--- src/rtl/mips_ctrl_pkg.sv ---
// Shared encodings for the MIPS decode/control pipeline stage: opcode, funct and
// REGIMM rt constants, ALU-class and load-format encodings, the ctrl_t bundle and the decoder.
package mips_ctrl_pkg;

  localparam int BUSY_W = 6;

  localparam logic [5:0] OP_SPECIAL = 6'h00;
  localparam logic [5:0] OP_REGIMM  = 6'h01;
  localparam logic [5:0] OP_J       = 6'h02;
  localparam logic [5:0] OP_JAL     = 6'h03;
  localparam logic [5:0] OP_BEQ     = 6'h04;
  localparam logic [5:0] OP_BNE     = 6'h05;
  localparam logic [5:0] OP_BLEZ    = 6'h06;
  localparam logic [5:0] OP_BGTZ    = 6'h07;
  localparam logic [5:0] OP_ADDIU   = 6'h09;
  localparam logic [5:0] OP_SLTI    = 6'h0A;
  localparam logic [5:0] OP_SLTIU   = 6'h0B;
  localparam logic [5:0] OP_ANDI    = 6'h0C;
  localparam logic [5:0] OP_ORI     = 6'h0D;
  localparam logic [5:0] OP_XORI    = 6'h0E;
  localparam logic [5:0] OP_LUI     = 6'h0F;
  localparam logic [5:0] OP_LB      = 6'h20;
  localparam logic [5:0] OP_LH      = 6'h21;
  localparam logic [5:0] OP_LWL     = 6'h22;
  localparam logic [5:0] OP_LW      = 6'h23;
  localparam logic [5:0] OP_LBU     = 6'h24;
  localparam logic [5:0] OP_LHU     = 6'h25;
  localparam logic [5:0] OP_LWR     = 6'h26;
  localparam logic [5:0] OP_SB      = 6'h28;
  localparam logic [5:0] OP_SH      = 6'h29;
  localparam logic [5:0] OP_SW      = 6'h2B;

  localparam logic [5:0] FN_SLL     = 6'h00;
  localparam logic [5:0] FN_SRL     = 6'h02;
  localparam logic [5:0] FN_SRA     = 6'h03;
  localparam logic [5:0] FN_SLLV    = 6'h04;
  localparam logic [5:0] FN_SRLV    = 6'h06;
  localparam logic [5:0] FN_SRAV    = 6'h07;
  localparam logic [5:0] FN_JR      = 6'h08;
  localparam logic [5:0] FN_JALR    = 6'h09;
  localparam logic [5:0] FN_SYSCALL = 6'h0C;
  localparam logic [5:0] FN_BREAK   = 6'h0D;
  localparam logic [5:0] FN_MFHI    = 6'h10;
  localparam logic [5:0] FN_MTHI    = 6'h11;
  localparam logic [5:0] FN_MFLO    = 6'h12;
  localparam logic [5:0] FN_MTLO    = 6'h13;
  localparam logic [5:0] FN_MULT    = 6'h18;
  localparam logic [5:0] FN_MULTU   = 6'h19;
  localparam logic [5:0] FN_DIV     = 6'h1A;
  localparam logic [5:0] FN_DIVU    = 6'h1B;
  localparam logic [5:0] FN_ADD     = 6'h20;
  localparam logic [5:0] FN_ADDU    = 6'h21;
  localparam logic [5:0] FN_SUB     = 6'h22;
  localparam logic [5:0] FN_SUBU    = 6'h23;
  localparam logic [5:0] FN_AND     = 6'h24;
  localparam logic [5:0] FN_OR      = 6'h25;
  localparam logic [5:0] FN_XOR     = 6'h26;
  localparam logic [5:0] FN_NOR     = 6'h27;
  localparam logic [5:0] FN_SLT     = 6'h2A;
  localparam logic [5:0] FN_SLTU    = 6'h2B;

  localparam logic [4:0] RT_BLTZ    = 5'h00;
  localparam logic [4:0] RT_BGEZ    = 5'h01;
  localparam logic [4:0] RT_BLTZAL  = 5'h10;
  localparam logic [4:0] RT_BGEZAL  = 5'h11;

  typedef enum logic [1:0] {
    ALU_ADD  = 2'b00,
    ALU_CMP  = 2'b01,
    ALU_FUNC = 2'b10
  } aluop_e;

  typedef enum logic [2:0] {
    LC_LB  = 3'b000,
    LC_LBU = 3'b001,
    LC_LH  = 3'b010,
    LC_LHU = 3'b011,
    LC_LUI = 3'b100,
    LC_LW  = 3'b101,
    LC_LWL = 3'b110,
    LC_LWR = 3'b111
  } loadctl_e;

  typedef struct packed {
    logic     regwrite;
    logic     regdst2;
    logic     regdst1;
    logic     alusrc;
    logic     branch;
    logic     memwrite;
    logic     memtoreg;
    logic     jump;
    logic     jumpreg;
    aluop_e   aluop;
    loadctl_e loadcontrol;
    logic     illegal;
  } ctrl_t;

  // LC_LW doubles as the pass-through load format, so a NOP carries it too.
  localparam ctrl_t CTRL_NOP = '{
    regwrite: 1'b0, regdst2: 1'b0, regdst1: 1'b0, alusrc: 1'b0, branch: 1'b0,
    memwrite: 1'b0, memtoreg: 1'b0, jump: 1'b0, jumpreg: 1'b0,
    aluop: ALU_ADD, loadcontrol: LC_LW, illegal: 1'b0
  };

  function automatic logic is_mul(input logic [31:0] instr);
    return (instr[31:26] == OP_SPECIAL) && (instr[5:0] inside {FN_MULT, FN_MULTU});
  endfunction

  function automatic logic is_div(input logic [31:0] instr);
    return (instr[31:26] == OP_SPECIAL) && (instr[5:0] inside {FN_DIV, FN_DIVU});
  endfunction

  function automatic logic is_hilo(input logic [31:0] instr);
    return (instr[31:26] == OP_SPECIAL) &&
           (instr[5:0] inside {FN_MFHI, FN_MTHI, FN_MFLO, FN_MTLO,
                               FN_MULT, FN_MULTU, FN_DIV, FN_DIVU});
  endfunction

  // LUI rides the load-format path: the formatter builds imm<<16 for writeback.
  function automatic ctrl_t load_ctrl(input loadctl_e lc);
    ctrl_t c;
    c             = CTRL_NOP;
    c.regwrite    = 1'b1;
    c.alusrc      = 1'b1;
    c.memtoreg    = 1'b1;
    c.loadcontrol = lc;
    return c;
  endfunction

  function automatic ctrl_t decode(input logic [31:0] instr);
    ctrl_t      c;
    logic [5:0] op;
    logic [5:0] fn;
    logic [4:0] rt;
    op = instr[31:26];
    fn = instr[5:0];
    rt = instr[20:16];
    c  = CTRL_NOP;
    case (op)
      OP_SPECIAL: begin
        c.aluop = ALU_FUNC;
        case (fn)
          FN_SLL, FN_SRL, FN_SRA, FN_SLLV, FN_SRLV, FN_SRAV, FN_MFHI, FN_MFLO,
          FN_ADD, FN_ADDU, FN_SUB, FN_SUBU, FN_AND, FN_OR, FN_XOR, FN_NOR,
          FN_SLT, FN_SLTU: begin
            c.regwrite = 1'b1;
            c.regdst1  = 1'b1;
          end
          FN_JR: begin
            c.jump    = 1'b1;
            c.jumpreg = 1'b1;
          end
          FN_JALR: begin
            c.jump     = 1'b1;
            c.jumpreg  = 1'b1;
            c.regwrite = 1'b1;
            c.regdst2  = 1'b1;
          end
          FN_SYSCALL, FN_BREAK, FN_MTHI, FN_MTLO,
          FN_MULT, FN_MULTU, FN_DIV, FN_DIVU: begin
            c.regwrite = 1'b0;
          end
          default: begin
            c         = CTRL_NOP;
            c.illegal = 1'b1;
          end
        endcase
      end
      OP_REGIMM: begin
        case (rt)
          RT_BLTZ, RT_BGEZ: begin
            c.branch = 1'b1;
            c.aluop  = ALU_CMP;
          end
          RT_BLTZAL, RT_BGEZAL: begin
            c.branch   = 1'b1;
            c.aluop    = ALU_CMP;
            c.regwrite = 1'b1;
            c.regdst2  = 1'b1;
          end
          default: c.illegal = 1'b1;
        endcase
      end
      OP_J: begin
        c.jump  = 1'b1;
        c.aluop = ALU_CMP;
      end
      OP_JAL: begin
        c.jump     = 1'b1;
        c.aluop    = ALU_CMP;
        c.regwrite = 1'b1;
        c.regdst2  = 1'b1;
      end
      OP_BEQ, OP_BNE, OP_BLEZ, OP_BGTZ: begin
        c.branch = 1'b1;
        c.aluop  = ALU_CMP;
      end
      OP_ADDIU, OP_SLTI, OP_SLTIU, OP_ANDI, OP_ORI, OP_XORI: begin
        c.regwrite = 1'b1;
        c.alusrc   = 1'b1;
        c.aluop    = ALU_FUNC;
      end
      OP_LB:  c = load_ctrl(LC_LB);
      OP_LBU: c = load_ctrl(LC_LBU);
      OP_LH:  c = load_ctrl(LC_LH);
      OP_LHU: c = load_ctrl(LC_LHU);
      OP_LUI: c = load_ctrl(LC_LUI);
      OP_LW:  c = load_ctrl(LC_LW);
      OP_LWL: c = load_ctrl(LC_LWL);
      OP_LWR: c = load_ctrl(LC_LWR);
      OP_SB, OP_SH, OP_SW: begin
        c.alusrc   = 1'b1;
        c.memwrite = 1'b1;
      end
      default: c.illegal = 1'b1;
    endcase
    return c;
  endfunction

endpackage

--- src/rtl/hilo_busy_ctr.sv ---
// HI/LO busy counter: loaded with the unit latency when a multiply or divide is
// accepted, otherwise counts down to zero; busy while nonzero.
module hilo_busy_ctr
  import mips_ctrl_pkg::*;
#(
  parameter int MUL_LAT = 4,
  parameter int DIV_LAT = 32
) (
  input  logic clk,
  input  logic reset,
  input  logic load_mul,
  input  logic load_div,
  output logic busy
);

  localparam logic [BUSY_W-1:0] MUL_LOAD = BUSY_W'(MUL_LAT);
  localparam logic [BUSY_W-1:0] DIV_LOAD = BUSY_W'(DIV_LAT);

  logic [BUSY_W-1:0] count;

  // NOTE: sequential state uses non-blocking assignments so every flop samples pre-edge values.
  always_ff @(posedge clk or posedge reset) begin
    if (reset) begin
      count <= '0;
    end else if (load_div) begin
      count <= DIV_LOAD;
    end else if (load_mul) begin
      count <= MUL_LOAD;
    end else if (count != '0) begin
      count <= count - 1'b1;
    end
  end

  assign busy = (count != '0);

endmodule

--- src/rtl/decode_ctrl_pipe.sv ---
// MIPS decode stage with a one-deep registered control bundle and HI/LO hazard stall.
// Optional feature: define DECODE_ILLEGAL_EN to flag undecodable instructions on 'illegal'.
module decode_ctrl_pipe
  import mips_ctrl_pkg::*;
#(
  parameter int MUL_LAT = 4,
  parameter int DIV_LAT = 32
) (
  input  logic        clk,
  input  logic        reset,
  input  logic        in_valid,
  input  logic [31:0] instr,
  output logic        in_ready,
  output logic        out_valid,
  input  logic        out_ready,
  output logic        regwrite,
  output logic        regdst2,
  output logic        regdst1,
  output logic        alusrc,
  output logic        branch,
  output logic        memwrite,
  output logic        memtoreg,
  output logic        jump,
  output logic        jumpreg,
  output logic [1:0]  aluop,
  output logic [2:0]  loadcontrol,
  output logic        hilo_busy,
  output logic        illegal
);

`ifdef DECODE_ILLEGAL_EN
  localparam logic ILLEGAL_EN = 1'b1;
`else
  localparam logic ILLEGAL_EN = 1'b0;
`endif

  ctrl_t dec;
  ctrl_t ctrl_q;
  logic  hazard;
  logic  accept;

  // NOTE: every signal written in always_comb gets a full default first, so no latch is inferred.
  always_comb begin
    dec         = decode(instr);
    dec.illegal = dec.illegal & ILLEGAL_EN;
  end

  assign hazard   = hilo_busy && is_hilo(instr);
  assign in_ready = (!out_valid || out_ready) && !hazard;
  assign accept   = in_valid && in_ready;

  hilo_busy_ctr #(
    .MUL_LAT (MUL_LAT),
    .DIV_LAT (DIV_LAT)
  ) u_busy (
    .clk      (clk),
    .reset    (reset),
    .load_mul (accept && is_mul(instr)),
    .load_div (accept && is_div(instr)),
    .busy     (hilo_busy)
  );

  // The bundle register is reset to NOP so no output can ever show X.
  always_ff @(posedge clk or posedge reset) begin
    if (reset) begin
      out_valid <= 1'b0;
      ctrl_q    <= CTRL_NOP;
    end else if (accept) begin
      out_valid <= 1'b1;
      ctrl_q    <= dec;
    end else if (out_ready) begin
      out_valid <= 1'b0;
    end
  end

  assign regwrite    = ctrl_q.regwrite;
  assign regdst2     = ctrl_q.regdst2;
  assign regdst1     = ctrl_q.regdst1;
  assign alusrc      = ctrl_q.alusrc;
  assign branch      = ctrl_q.branch;
  assign memwrite    = ctrl_q.memwrite;
  assign memtoreg    = ctrl_q.memtoreg;
  assign jump        = ctrl_q.jump;
  assign jumpreg     = ctrl_q.jumpreg;
  assign aluop       = ctrl_q.aluop;
  assign loadcontrol = ctrl_q.loadcontrol;
  assign illegal     = ctrl_q.illegal;

endmodule

--- config.mk ---
export PLATFORM = sky130hd
export DESIGN_NAME = decode_ctrl_pipe
export DESIGN_NICKNAME = d
export VERILOG_FILES = /design/src/rtl/mips_ctrl_pkg.sv /design/src/rtl/hilo_busy_ctr.sv /design/src/rtl/decode_ctrl_pipe.sv
export SDC_FILE = /design/constraint.sdc
export NUM_CORES = 1
export LEC_CHECK = 0
export CAP_MARGIN = 30
export CORE_UTILIZATION = 39
export CTS_BUF_LIST = sky130_fd_sc_hd__clkbuf_16
export CTS_CLUSTER_SIZE = 24
export DETAILED_ROUTE_END_ITERATION = 8
export GPL_TIMING_DRIVEN = 0
export PLACE_DENSITY_LB_ADDON = 0.05
export SETUP_SLACK_MARGIN = 0.5
export SKIP_LAST_GASP = 1
export SLEW_MARGIN = 0
export SYNTH_ARGS = -nofsm -noshare
export SYNTH_HDL_FRONTEND = slang
export SYNTH_SLANG_ARGS = --single-unit
export TNS_END_PERCENT = 1
--- constraint.sdc ---
create_clock -name clk -period 2.65 [get_ports clk]
set_input_delay 0.53 -clock clk [delete_from_list [all_inputs] [get_ports clk]]
set_output_delay 0.53 -clock clk [all_outputs]
set_load 0.05 [all_outputs]
Fig. 1: run 1, track usage over the die
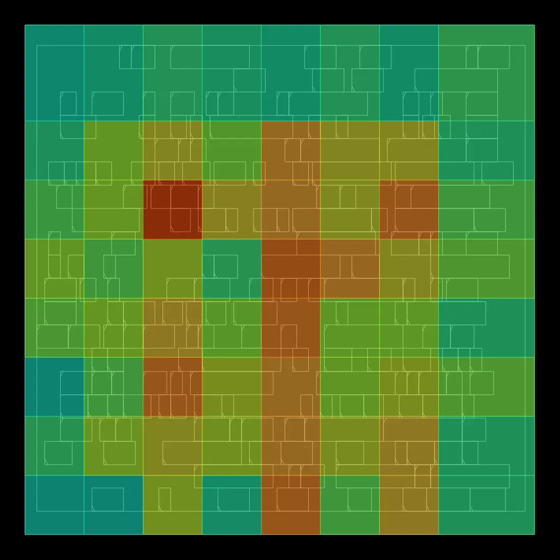
Most Used Layer, Global Route: met2
met1 GRT Util: 25.48%

Fig. 2: run 1, cells by drive strength
The bar under the picture is 20 µm long.
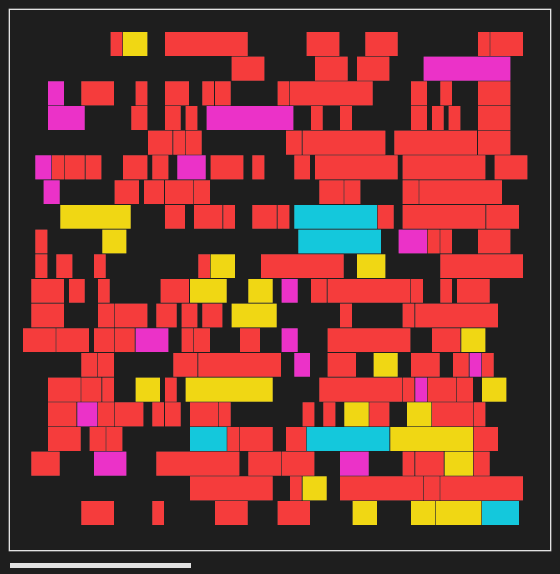
Key: drive 2 = magenta [cells 17]; drive 1 or less = red [cells 150]; drive 3 to 4 = yellow [cells 21]; drive 6 and up = cyan [cells 5]

Fig. 3: run 1, metal layers overlaid
Only two layers are drawn.
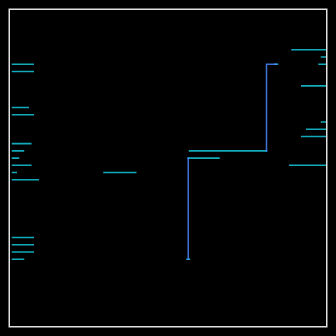
Key: met4 = blue [wire length 37.2 µm]; met3 = cyan [wire length 98.4 µm]
Total Routing Usage GR: 18.82%
WL/cell: 12.72 µm
vias after detailed routing: 1223
Routed WL: 3015 µm

==> run 1: cell usage after synthesis (2+ instances only) <==
| master | number |
|---|---|
| a31oi_1 | 2 |
| xnor2_1 | 4 |
| a21oi_1 | 9 |
| o31ai_1 | 3 |
| nand3_1 | 3 |
| o21ba_2 | 2 |
| o21ai_0 | 12 |
| inv_1 | 7 |
| buf_2 | 3 |
| and2_1 | 2 |
| dfrtp_1 | 19 |
| dfstp_2 | 2 |
| nor3_1 | 6 |
| clkbuf_1 | 3 |
| a21o_1 | 2 |
| nor2b_1 | 3 |
| nand2_1 | 19 |
| buf_4 | 2 |
| nor2_1 | 14 |
| ha_1 | 2 |
==> results_slide.txt, run 1 <==
Flow Results at a Glance

Run status
  – Status: finished clean

Hold path
  – Hold_sp: jump
  – Hold WC Path Type: register to register
  – Endpoint, Worst Hold: jump
  – Hold Path Cell Cnt: 2

Final timing
  – Final Max Slew Viols: 0
  – Slew margin rel.: a little under half
  – RSZ-0062 raised after global routing: true
  – Fin crit period: 2.147 ns
  – Final period util: 81.00%
  – Worst-Margin Slew: 0.7955 ns
  – Setup TNS: 0 ns
  – Setup ws final: a little over 0.5 ns

Route
  – DR iter-0 viols: ~40
  – WL met2: 1393 µm
  – First-pass DRT Iterations: 4
  – Wire length on met3: 98 µm
  – Vias per inst: 5.160

Global route
  – Number of global-route vias before repair: roughly 1.1k
  – Routing usage on met3: 2.620%

Cells and area
  – Fraction of area in clock buffers and inverters: under 10%
  – Top cells excl fill/tap: clkdlybuf4s50_1, nand2_1, dfrtp_1
  – Flop count: 21
  – Commonest Layout Cell: clkdlybuf4s50_1
  – Net count, final: 232
  – Share of layout cells above drive strength 1: about 22%
  – Dominant kind of cell: combinational gates
  – Filler Cell Count: 314
  – Final non-filler cell area: 0.001839 mm²
  – Layout Cells excl Fill: 237

Floorplanning
  – Fp util: 41.57%
  – Ports: 54
  – Tapcell count: approximately 44

CTS
  – # clock sinks: 21
  – Clk buf depth: 2
  – CTS tree: built
  – Clk pin slew, worst setup/hold paths: 0.06 ns
  – Later-pin clock latency in the skew report: 0.25 ns
  – H-Tree Depth: 1

Critical path
  – CP cell instances: inv_2 -> ha_4 -> nor2b_4 -> and2_4 -> buf_6 -> o31a_1 -> buf_6
  – Most common cell on crit path: buf_6
  – Reg2reg setup slack: 0.73 ns
  – FF-to-FF Start: u_busy.count[1]
  – Worst path depth: 7
  – Worst EP arrival: approximately 1.6 ns
  – CP max-delay cell: dfrtp_1
  – Slowest Stage Delay on Critical Path: between 0.3 and 0.4 ns
  – R2R Path End: aluop[0]
  – Worst endpoint required time: 2.12 ns
  – CP endpoint: in_ready

Pwr
  – Top power group: combinational cells
  – Peak VDD IR: roughly 0.32 mV
  – Power share of the clock group: 25.3%
  – Gate power share: about two fifths
  – Psw: approximately 0.44 mW
  – Sequential cell power: approximately 0.44 mW

Yosys
  – Ys async rst share: 100.0%
  – Simple share: 24.83%
  – Ys flops: 21
  – Post-Synth Adder-Cell Area: 1.940%
  – Synth warn: 0
  – Aoi/oai-family share of the synthesized area: between 20% and 30%
  – Mean post-synth cell area: 8.775 µm²
  – Post-synthesis cell area: approximately 0.0013 mm²
  – Mapped Nets: about 190

Placement
  – Routability Congestion: 0.8135
  – DP Area: 0.001665 mm²
  – DP Wirelength: 2179 µm
  – Port bufs: 32
  – Placement Setup Slack: -0.5640 ns

Flow run
  – Max_cap viols: 0
  – Tool warnings: approximately 45
--- run 2 (diff from run 1) ---
- CORE_UTILIZATION: 39 -> 38
- clock period: 2.65 -> 1.8 ns (I/O delays scaled with it)
Fig. 4: run 2, track usage over the die
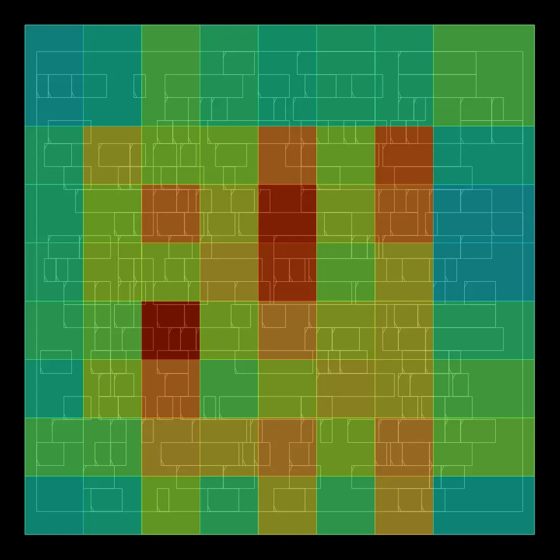
WL/cell: 12.91 µm
routing usage on met3: 2.165%

Fig. 5: run 2, the metal 1 layer
The bar under the picture is 20 µm long. Supply wires on this layer in grey. Cells faint in the background.
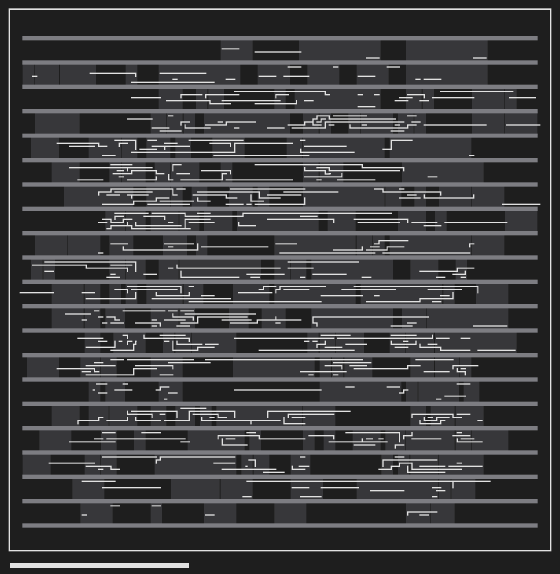
The longest straight run is 27.1 µm. The layer carries 1360 µm of wire. The wires run mostly horizontal.

==> run 2 against run 1 <==
Against the previous run: the run now ends with negative setup slack left; first-iteration DRC count fell by 50%; design area is 0.68% higher; total power up 46%; worst hold slack better by 0.0014 ns; die size up 2.6%; non-clock buffer count down 2; routed wire length grew 0.66%; area after synthesis is the same; setup slack worse by 0.67 ns; flip-flop count unchanged; clock-buffer cell count unchanged; global-route usage shrank 0.44 points; critical path type unchanged; critical endpoint unchanged.
==> results_slide.txt, run 2 <==
Flow Results at a Glance

Pwr
  – Sequential cell power: about 0.65 mW
  – Power share of the clock group: between 20% and 30%
  – Peak VDD IR: 0.4744 mV
  – Psw: 0.6321 mW
  – Pleak: 0.8062 nW
  – Top power group: combinational cells

Global route
  – Most Used Layer, Global Route: met2
  – Total Routing Usage GR: 18.37%
  – Number of global-route vias before repair: 1131
  – Total gr overflow: 0
  – Met1 GRT Util: 23.43%

Yosys
  – Top cells by count: dfrtp_1, nand2_1, nor2_1, o21ai_0, a21oi_1
  – Ys async rst share: 100.0%
  – Ys flops: 21
  – Simple share: around 25%
  – Aoi/oai-family share of the synthesized area: roughly 23%
  – Post-Synth Adder-Cell Area: 1.940%
  – Top-area cell share: a little under two fifths
  – Mean post-synth cell area: 8.775 µm²
  – Yosys Instances: roughly 150
  – Mapped Nets: 185
  – Post-synthesis cell area: 0.001290 mm²
  – Synth warn: 0

Floorplanning
  – Ports: 54
  – Die span in y: about 60 µm
  – Tapcell count: 44
  – Fp util: about two fifths

Cells and area
  – Top cells excl fill/tap: clkdlybuf4s50_1, dfrtp_1, nand2_1
  – Net count, final: 230
  – Final non-filler cell area: approximately 0.0019 mm²
  – Register area: 528.0 µm²
  – Layout Cells excl Fill: around 240
  – Filler Cell Count: 298
  – Commonest Layout Cell: clkdlybuf4s50_1
  – Dominant kind of cell: combinational gates
  – Flop count: 21
  – Fraction of area in clock buffers and inverters: 4.324%
  – Non-clock buffers: 49

Run status
  – Status: finished, violations left
  – Failing checks: negative setup slack

Hold path
  – Hold_sp: memtoreg
  – Hold WC Path Type: register to register
  – Hold Path Cell Cnt: 2
  – Endpoint, Worst Hold: memtoreg

Flow run
  – Max_cap viols: 0
  – Tool warnings: about 46

Critical path
  – R2R Path End: memwrite
  – CP endpoint: in_ready
  – Reg2reg setup slack: -0.09 ns
  – Worst EP arrival: 1.60 ns
  – Worst endpoint required time: 1.44 ns
  – CP max-delay cell: dfrtp_1
  – Slowest Stage Delay on Critical Path: 0.36 ns
  – FF-to-FF Start: u_busy.count[0]
  – Worst path depth: 7
  – CP cell instances: inv_2 -> ha_2 -> nor2b_4 -> and2_4 -> buf_6 -> o31a_4 -> buf_8

Route
  – Final antenna-violating net count: 0
  – First-pass DRT Iterations: 4
  – Routed WL: 3035 µm
  – Vias after detailed routing: approximately 1.2k
  – DR iter-0 viols: 20
  – WL met2: between 1000 and 1500 µm
  – Vias per inst: 5.247

Final timing
  – Setup TNS: -1.361 ns
  – RSZ-0062 raised after global routing: true
  – Worst-Margin Slew: approximately 0.8 ns
  – Endpoints failing setup: 19
  – Setup ws final: -0.1638 ns
  – Worst Hold Slack: 0.4783 ns
  – Final period util: 109.1%
  – Fin crit period: 1.964 ns
  – Slew margin rel.: 46.04%

CTS
  – Inserted Clock Buffers: 3
  – Clk pin slew, worst setup/hold paths: 0.06 ns
  – Clk buf depth: 2
  – CTS tree: built
  – H-Tree Depth: 1
  – # clock sinks: 21
  – Later-pin clock latency in the skew report: 0.25 ns

Placement
  – DP Cell Count: around 220
  – Port bufs: 32
  – DP Area: 0.001700 mm²
  – DP Wirelength: ~2300 µm
  – Routability Congestion: 0.8442
Fig. 6: run 2, close-up of the layout
The bar under the picture is 10 µm long. Window x 10 to 50, y 0 to 40 µm. Cells in grey, sequential cells in the stronger grey; small squares are vias.
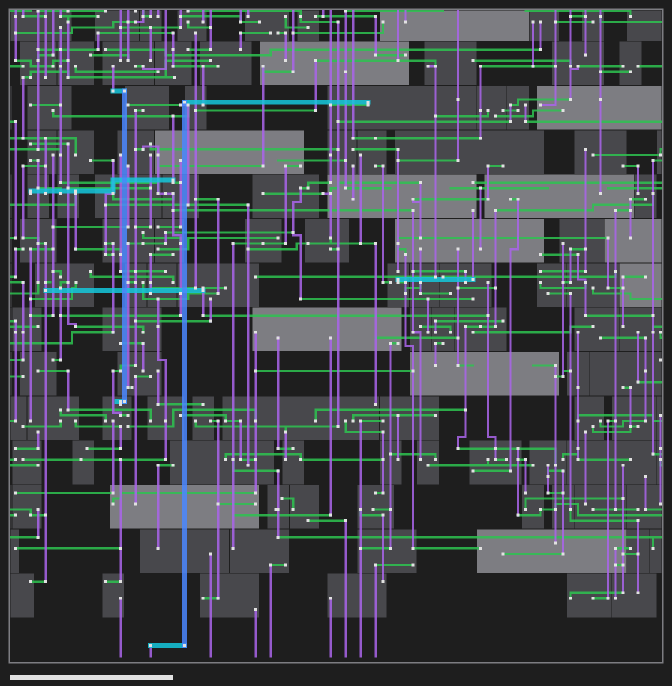
Key: met3 = cyan; met4 = blue; met2 = purple; met1 = green
Netlist names of flops here include `u_busy.count` (4). Most frequent: nand2_1 (11), dfrtp_1 (11). 105 logic cells have their middle in the window. Sequential cells in the window: 11.

[run 2: cell counts after synthesis]
Identical to the previous run, type by type.
[run 2: tightest hold or removal path: cells and delay by family (launching register included)]
family | cells | cell delay, ns
flip-flops | 1 | 0.34
AND-OR/OR-AND | 1 | 0.05
AND/OR/NAND/NOR | 1 | 0.05
[run 2: cells by family (layout without fill, tap and decap cells)]
kind of cell | count (synthesis) | count (layout)
compound gates | 42 | 42
xor+xnor | 5 | 5
fa+ha+maj | 2 | 2
buf+inv | 16 | 60
flops | 21 | 21
other cells | 1 | 1
simple gates | 60 | 60
[run 2: timing repair]
item | in CTS | in global routing
endpoints found under the setup margin | 36 | 37
cloned | 0 | 0
gates resized | 26 | 0
setup buffers | 7 | 1
pin swaps | 3 | 0
Power is estimated from default activity; no workload was simulated.
